**src/rtl/bitscan_encoder_pkg.sv**
```systemverilog
// Shared types and helper functions for the bit-scan encoder and its priority encoder.
// Functions work on a fixed MAX_LINES-wide vector; callers zero-extend narrower vectors.
package bitscan_encoder_pkg;

  localparam int MAX_LINES = 256;
  localparam int MAX_W     = 8;

  typedef enum logic {
    ST_IDLE = 1'b0,
    ST_SCAN = 1'b1
  } state_t;

  function automatic logic [MAX_W:0] popcount(input logic [MAX_LINES-1:0] vec);
    logic [MAX_W:0] cnt;
    cnt = '0;
    for (int i = 0; i < MAX_LINES; i++) begin
      cnt = cnt + {{MAX_W{1'b0}}, vec[i]};
    end
    return cnt;
  endfunction

  function automatic logic [MAX_W-1:0] prio_lsb(input logic [MAX_LINES-1:0] vec);
    logic [MAX_W-1:0] idx;
    idx = '0;
    for (int i = MAX_LINES - 1; i >= 0; i--) begin
      if (vec[i]) idx = i[MAX_W-1:0];
    end
    return idx;
  endfunction

  function automatic logic [MAX_W-1:0] prio_msb(input logic [MAX_LINES-1:0] vec);
    logic [MAX_W-1:0] idx;
    idx = '0;
    for (int i = 0; i < MAX_LINES; i++) begin
      if (vec[i]) idx = i[MAX_W-1:0];
    end
    return idx;
  endfunction

endpackage

```
**src/rtl/bitscan_encoder_if.sv**
```systemverilog
// Request-in / index-out bundle of the bit-scan encoder.
// Handshakes: a transfer happens on a rising clk edge where valid & ready are both 1;
// valid may drop before ready, payload is only sampled on the transfer edge.
interface bitscan_encoder_if #(
  parameter  int LINES = 16,
  localparam int WIDTH = $clog2(LINES)
);
  logic             in_valid;
  logic             in_ready;
  logic [LINES-1:0] in_vec;
  logic             out_valid;
  logic             out_ready;
  logic [WIDTH-1:0] out_idx;
  logic             out_last;
  logic             out_none;
  logic [WIDTH:0]   out_cnt;

  modport master (
    output in_valid, in_vec, out_ready,
    input  in_ready, out_valid, out_idx, out_last, out_none, out_cnt
  );

  modport slave (
    input  in_valid, in_vec, out_ready,
    output in_ready, out_valid, out_idx, out_last, out_none, out_cnt
  );
endinterface

```
**src/rtl/bitscan_encoder_prio_enc.sv**
```systemverilog
// Combinational priority encoder: index of the lowest (or highest) set bit plus a
// flag that the vector has at most one bit set. LINES must not exceed MAX_LINES.
module prio_enc
  import bitscan_encoder_pkg::*;
#(
  parameter  int LINES     = 16,
  parameter  bit MSB_FIRST = 1'b0,
  localparam int WIDTH     = $clog2(LINES)
) (
  input  logic [LINES-1:0] i_vec,
  output logic [WIDTH-1:0] o_idx,
  output logic             o_one_or_less
);

  logic [MAX_LINES-1:0] w_ext;

  always_comb begin
    w_ext              = '0;
    w_ext[LINES-1:0]   = i_vec;
  end

  assign o_idx         = MSB_FIRST ? WIDTH'(prio_msb(w_ext)) : WIDTH'(prio_lsb(w_ext));
  // Clearing the lowest set bit leaves zero exactly when at most one bit was set.
  assign o_one_or_less = ((i_vec & (i_vec - LINES'(1))) == '0);

endmodule

```
**src/rtl/bitscan_encoder.sv**
```systemverilog
// Sequential multi-hot to binary encoder: accepts a request vector and emits the
// index of every set bit, one beat per cycle, in LSB-first or MSB-first order.
module bitscan_encoder
  import bitscan_encoder_pkg::*;
#(
  parameter  int LINES     = 16,
  parameter  bit MSB_FIRST = 1'b0,
  localparam int WIDTH     = $clog2(LINES)
) (
  input  logic                clk,
  input  logic                rst_n,
  bitscan_encoder_if.slave    bus,
  output state_t              o_state
);

  state_t               r_state, w_state_nxt;
  logic [LINES-1:0]     r_pend, w_pend_nxt, w_clr_mask;
  logic [WIDTH:0]       r_cnt, w_cnt_nxt;
  logic                 r_none, w_none_nxt;
  logic [WIDTH-1:0]     w_idx;
  logic                 w_one_or_less;
  logic                 w_out_valid, w_out_last, w_beat_done, w_in_ready, w_load;
  logic [MAX_LINES-1:0] w_in_ext;

  prio_enc #(
    .LINES     (LINES),
    .MSB_FIRST (MSB_FIRST)
  ) u_prio_enc (
    .i_vec         (r_pend),
    .o_idx         (w_idx),
    .o_one_or_less (w_one_or_less)
  );

  assign w_out_valid = (r_state == ST_SCAN);
  assign w_out_last  = w_out_valid & (r_none | w_one_or_less);
  assign w_beat_done = w_out_valid & bus.out_ready;
  // Last-beat handshake reopens the input in the same cycle so vectors can run back to back.
  assign w_in_ready  = rst_n & (~w_out_valid | (w_beat_done & w_out_last));
  assign w_load      = bus.in_valid & w_in_ready;
  assign w_clr_mask  = LINES'(1) << w_idx;

  always_comb begin
    w_in_ext            = '0;
    w_in_ext[LINES-1:0] = bus.in_vec;
  end

  always_comb begin
    w_state_nxt = r_state;
    w_pend_nxt  = r_pend;
    w_cnt_nxt   = r_cnt;
    w_none_nxt  = r_none;
    if (w_load) begin
      w_state_nxt = ST_SCAN;
      w_pend_nxt  = bus.in_vec;
      w_cnt_nxt   = (WIDTH + 1)'(popcount(w_in_ext));
      w_none_nxt  = (bus.in_vec == '0);
    end else if (w_beat_done) begin
      if (w_out_last) begin
        w_state_nxt = ST_IDLE;
        w_pend_nxt  = '0;
      end else begin
        w_pend_nxt  = r_pend & ~w_clr_mask;
      end
    end
  end

  always_ff @(posedge clk) begin
    if (!rst_n) begin
      r_state <= ST_IDLE;
      r_pend  <= '0;
      r_cnt   <= '0;
      r_none  <= 1'b0;
    end else begin
      r_state <= w_state_nxt;
      r_pend  <= w_pend_nxt;
      r_cnt   <= w_cnt_nxt;
      r_none  <= w_none_nxt;
    end
  end

  assign bus.in_ready  = w_in_ready;
  assign bus.out_valid = w_out_valid;
  assign bus.out_idx   = w_out_valid ? w_idx : '0;
  assign bus.out_last  = w_out_last;
  assign bus.out_none  = r_none;
  assign bus.out_cnt   = r_cnt;
  assign o_state       = r_state;

endmodule

```
**src/flat_wrapper.sv**
```systemverilog
// flat-port wrapper written by rule: the top's interface ports become plain ports
module bitscan_encoder_flat import bitscan_encoder_pkg::*;
#(
  parameter  int LINES     = 16,
  parameter  bit MSB_FIRST = 1'b0,
  localparam int WIDTH     = $clog2(LINES)
)
  (clk, rst_n, o_state, bus_in_valid, bus_in_vec, bus_out_ready, bus_in_ready, bus_out_valid, bus_out_idx, bus_out_last, bus_out_none, bus_out_cnt);
  bitscan_encoder_if #(.LINES(LINES)) bus_i ();
  input  logic clk;
  input  logic rst_n;
  output state_t o_state;
  input wire logic [$bits(bus_i.in_valid)-1:0] bus_in_valid;
  input wire logic [$bits(bus_i.in_vec)-1:0] bus_in_vec;
  input wire logic [$bits(bus_i.out_ready)-1:0] bus_out_ready;
  output wire logic [$bits(bus_i.in_ready)-1:0] bus_in_ready;
  output wire logic [$bits(bus_i.out_valid)-1:0] bus_out_valid;
  output wire logic [$bits(bus_i.out_idx)-1:0] bus_out_idx;
  output wire logic [$bits(bus_i.out_last)-1:0] bus_out_last;
  output wire logic [$bits(bus_i.out_none)-1:0] bus_out_none;
  output wire logic [$bits(bus_i.out_cnt)-1:0] bus_out_cnt;
  assign bus_i.in_valid = bus_in_valid;
  assign bus_i.in_vec = bus_in_vec;
  assign bus_i.out_ready = bus_out_ready;
  assign bus_in_ready = bus_i.in_ready;
  assign bus_out_valid = bus_i.out_valid;
  assign bus_out_idx = bus_i.out_idx;
  assign bus_out_last = bus_i.out_last;
  assign bus_out_none = bus_i.out_none;
  assign bus_out_cnt = bus_i.out_cnt;
  bitscan_encoder #(.LINES(LINES), .MSB_FIRST(MSB_FIRST)) u_core (.clk(clk), .rst_n(rst_n), .bus(bus_i), .o_state(o_state));
endmodule
```
**config.mk**
```make
export PLATFORM = sky130hd
export DESIGN_NAME = bitscan_encoder_flat
export DESIGN_NICKNAME = d
export VERILOG_FILES = /design/src/rtl/bitscan_encoder_pkg.sv /design/src/rtl/bitscan_encoder_if.sv /design/src/rtl/bitscan_encoder_prio_enc.sv /design/src/rtl/bitscan_encoder.sv /design/src/flat_wrapper.sv
export SDC_FILE = /design/constraint.sdc
export NUM_CORES = 1
export LEC_CHECK = 0
export CAP_MARGIN = 5
export CELL_PAD_IN_SITES_DETAIL_PLACEMENT = 0
export CELL_PAD_IN_SITES_GLOBAL_PLACEMENT = 1
export CORE_MARGIN = 2
export CORE_UTILIZATION = 39
export CTS_CLUSTER_SIZE = 10
export DETAILED_ROUTE_END_ITERATION = 8
export PLACE_DENSITY_LB_ADDON = 0.1
export SKIP_LAST_GASP = 1
export SLEW_MARGIN = 20
export SYNTH_ARGS = -nofsm -noshare
export SYNTH_HDL_FRONTEND = slang
export SYNTH_SLANG_ARGS = --single-unit
```
**constraint.sdc**
```tcl
create_clock -name clk -period 5.4 [get_ports clk]
set_input_delay 0.81 -clock clk [delete_from_list [all_inputs] [get_ports clk]]
set_output_delay 0.81 -clock clk [all_outputs]
set_load 0.005 [all_outputs]
```
Placed cells, one colour a class:
Scale bar: 20 um. Fill, decap, tap and diode cells in grey.
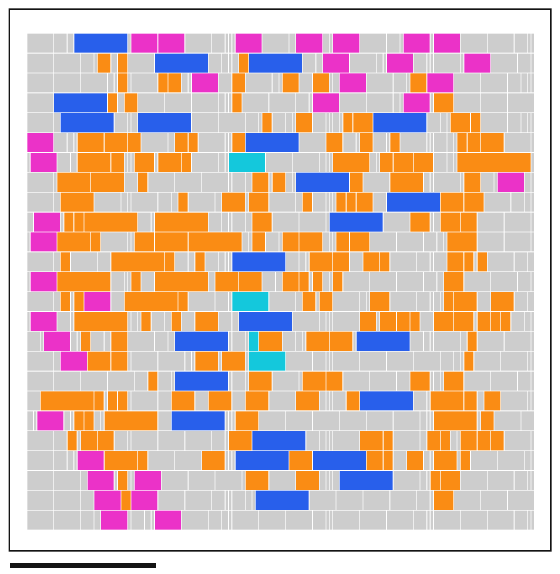
flip-flops -> blue  # cells 23, share of their area 21%
all other logic -> orange  # cells 185, share of their area 61%
clock drivers and dummy loads -> cyan  # cells 4, share of their area 2.1%
other buffers and delay cells -> magenta  # cells 33, share of their area 15%

Congestion heat map:
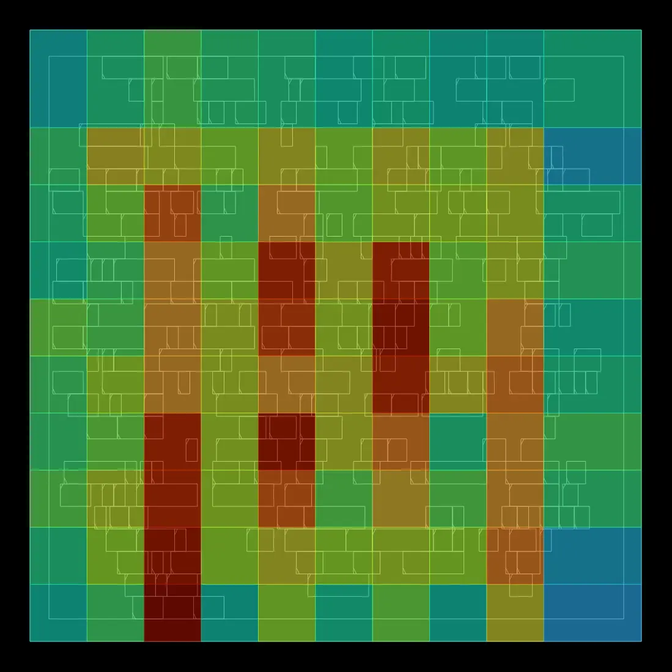
Routed wire per std cell: 15.6 um
GR Util All Layers: 0.191
routing usage on met3: 0.0137
busiest grt layer: met2
met1 Track Usage GR: 0.272

==> flow_summary.toml <==
# implementation run metrics
[critical_path]
critPathKind = "in -> reg"
critPathLaunchType = "primary input"
crit_chain = "clkdlybuf4s50_1 -> inv_1 -> ha_1 -> inv_1 -> fa_1 -> fa_1 -> fa_1 -> fa_1 -> inv_1 -> fa_1 -> fa_1 -> a21o_1 -> nand3_1 -> o21ai_0"
worstSetupEndpointType = "flop"
arrival_ns = 4.81
reg2reg_depth = 7
crit_cells = 14

[logic_synthesis]
synth_cell_types = 53
yosysWarnings = 0
synth_dominant_cell_count = "inv_1"
yosys_area_sq_um = 1910
synthCells = 222
top_cells_by_count = "inv_1 (27), dfxtp_1 (23), nand2_1 (17)"
ys_sh_simple = 0.192
synth_area_sq_um = 1910

[layout]
comb_share = 0.546
antenna_cells = 0
ff_count = 23
comb.multi_input.count = 158
area_growth_syn_to_layout_pct = 18.0
post-route-util = 0.476
design_area_sq_um = 2250
top_register = "u_core.r_pend"
clkbuf_count = 4
final_cell_mix = "clkdlybuf4s50_1 (33), inv_1 (27), dfxtp_1 (23)"
seq_area_sq_um = 460

[pwr]
powerComb_mw = 0.512
p_seq_mw = 0.262
p_int_mw = 0.511
power_density_nw_per_um2 = 394
vdd_ir_drop_max_mv = 0.155

[placed_design]
place.gp.congestion = 0.785

[floorplan]
num_io_pins = 34
die_x_um = 73.9
core_area_sq_um = 4720

[final_timing]
worstMarginPinSlew_ns = 0.945
drv_slew = 0
finalSetupViolations = 0
fin_ws_ns = 0.707

[clocking]
clk_pin_slew_ns = 0.09
cts_root_buf = "clkbuf_8"
cts_setup_buffers = 0
cts_resized = 0

[drt]
wirelength_mm = 4.85
post_drt_via_cell_ratio = 5.46

[global_routing]
grt_pass1_vias = 1578
grt_pass1_wl_mm = 7.98

[job]
log.warning_count = 28

[outcome]
outcome = "complete, no violations"

[worst_hold_path]
hold_class = "reg -> reg"
Local utilization:
The die is cut into 7 by 7 equal tiles; black is low, pale yellow is high, 0 to 100% covered.
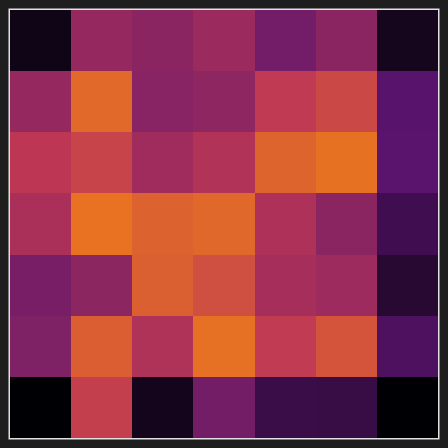
emptiest ninth of the die = south-east
nearly empty tiles = 4.1%
densest ninth of the die = centre

## final timing paths
check	start	end	slack (ns)
worst max-delay path	bus_in_vec[0]	u_core.bus.out_cnt[4]	0.71
worst min-delay path	u_core.bus.out_cnt[3]	u_core.bus.out_cnt[3]	0.47
worst max register to register	u_core.r_pend[4]	u_core.bus.out_none	1.89
worst min register to register	u_core.bus.out_cnt[3]	u_core.bus.out_cnt[3]	0.47
## routing by layer
layer | vias up | part of all wire | routed length (um) | track usage
li1 | 844 | - | - | -
met1 | 821 | 0.49 | 2370 | 0.272
met2 | 33 | 0.47 | 2270 | 0.308
met5 | - | 0 | 0 | 0
met4 | 0 | 0.016 | 80 | 0.0606
met3 | 7 | 0.028 | 135 | 0.0137
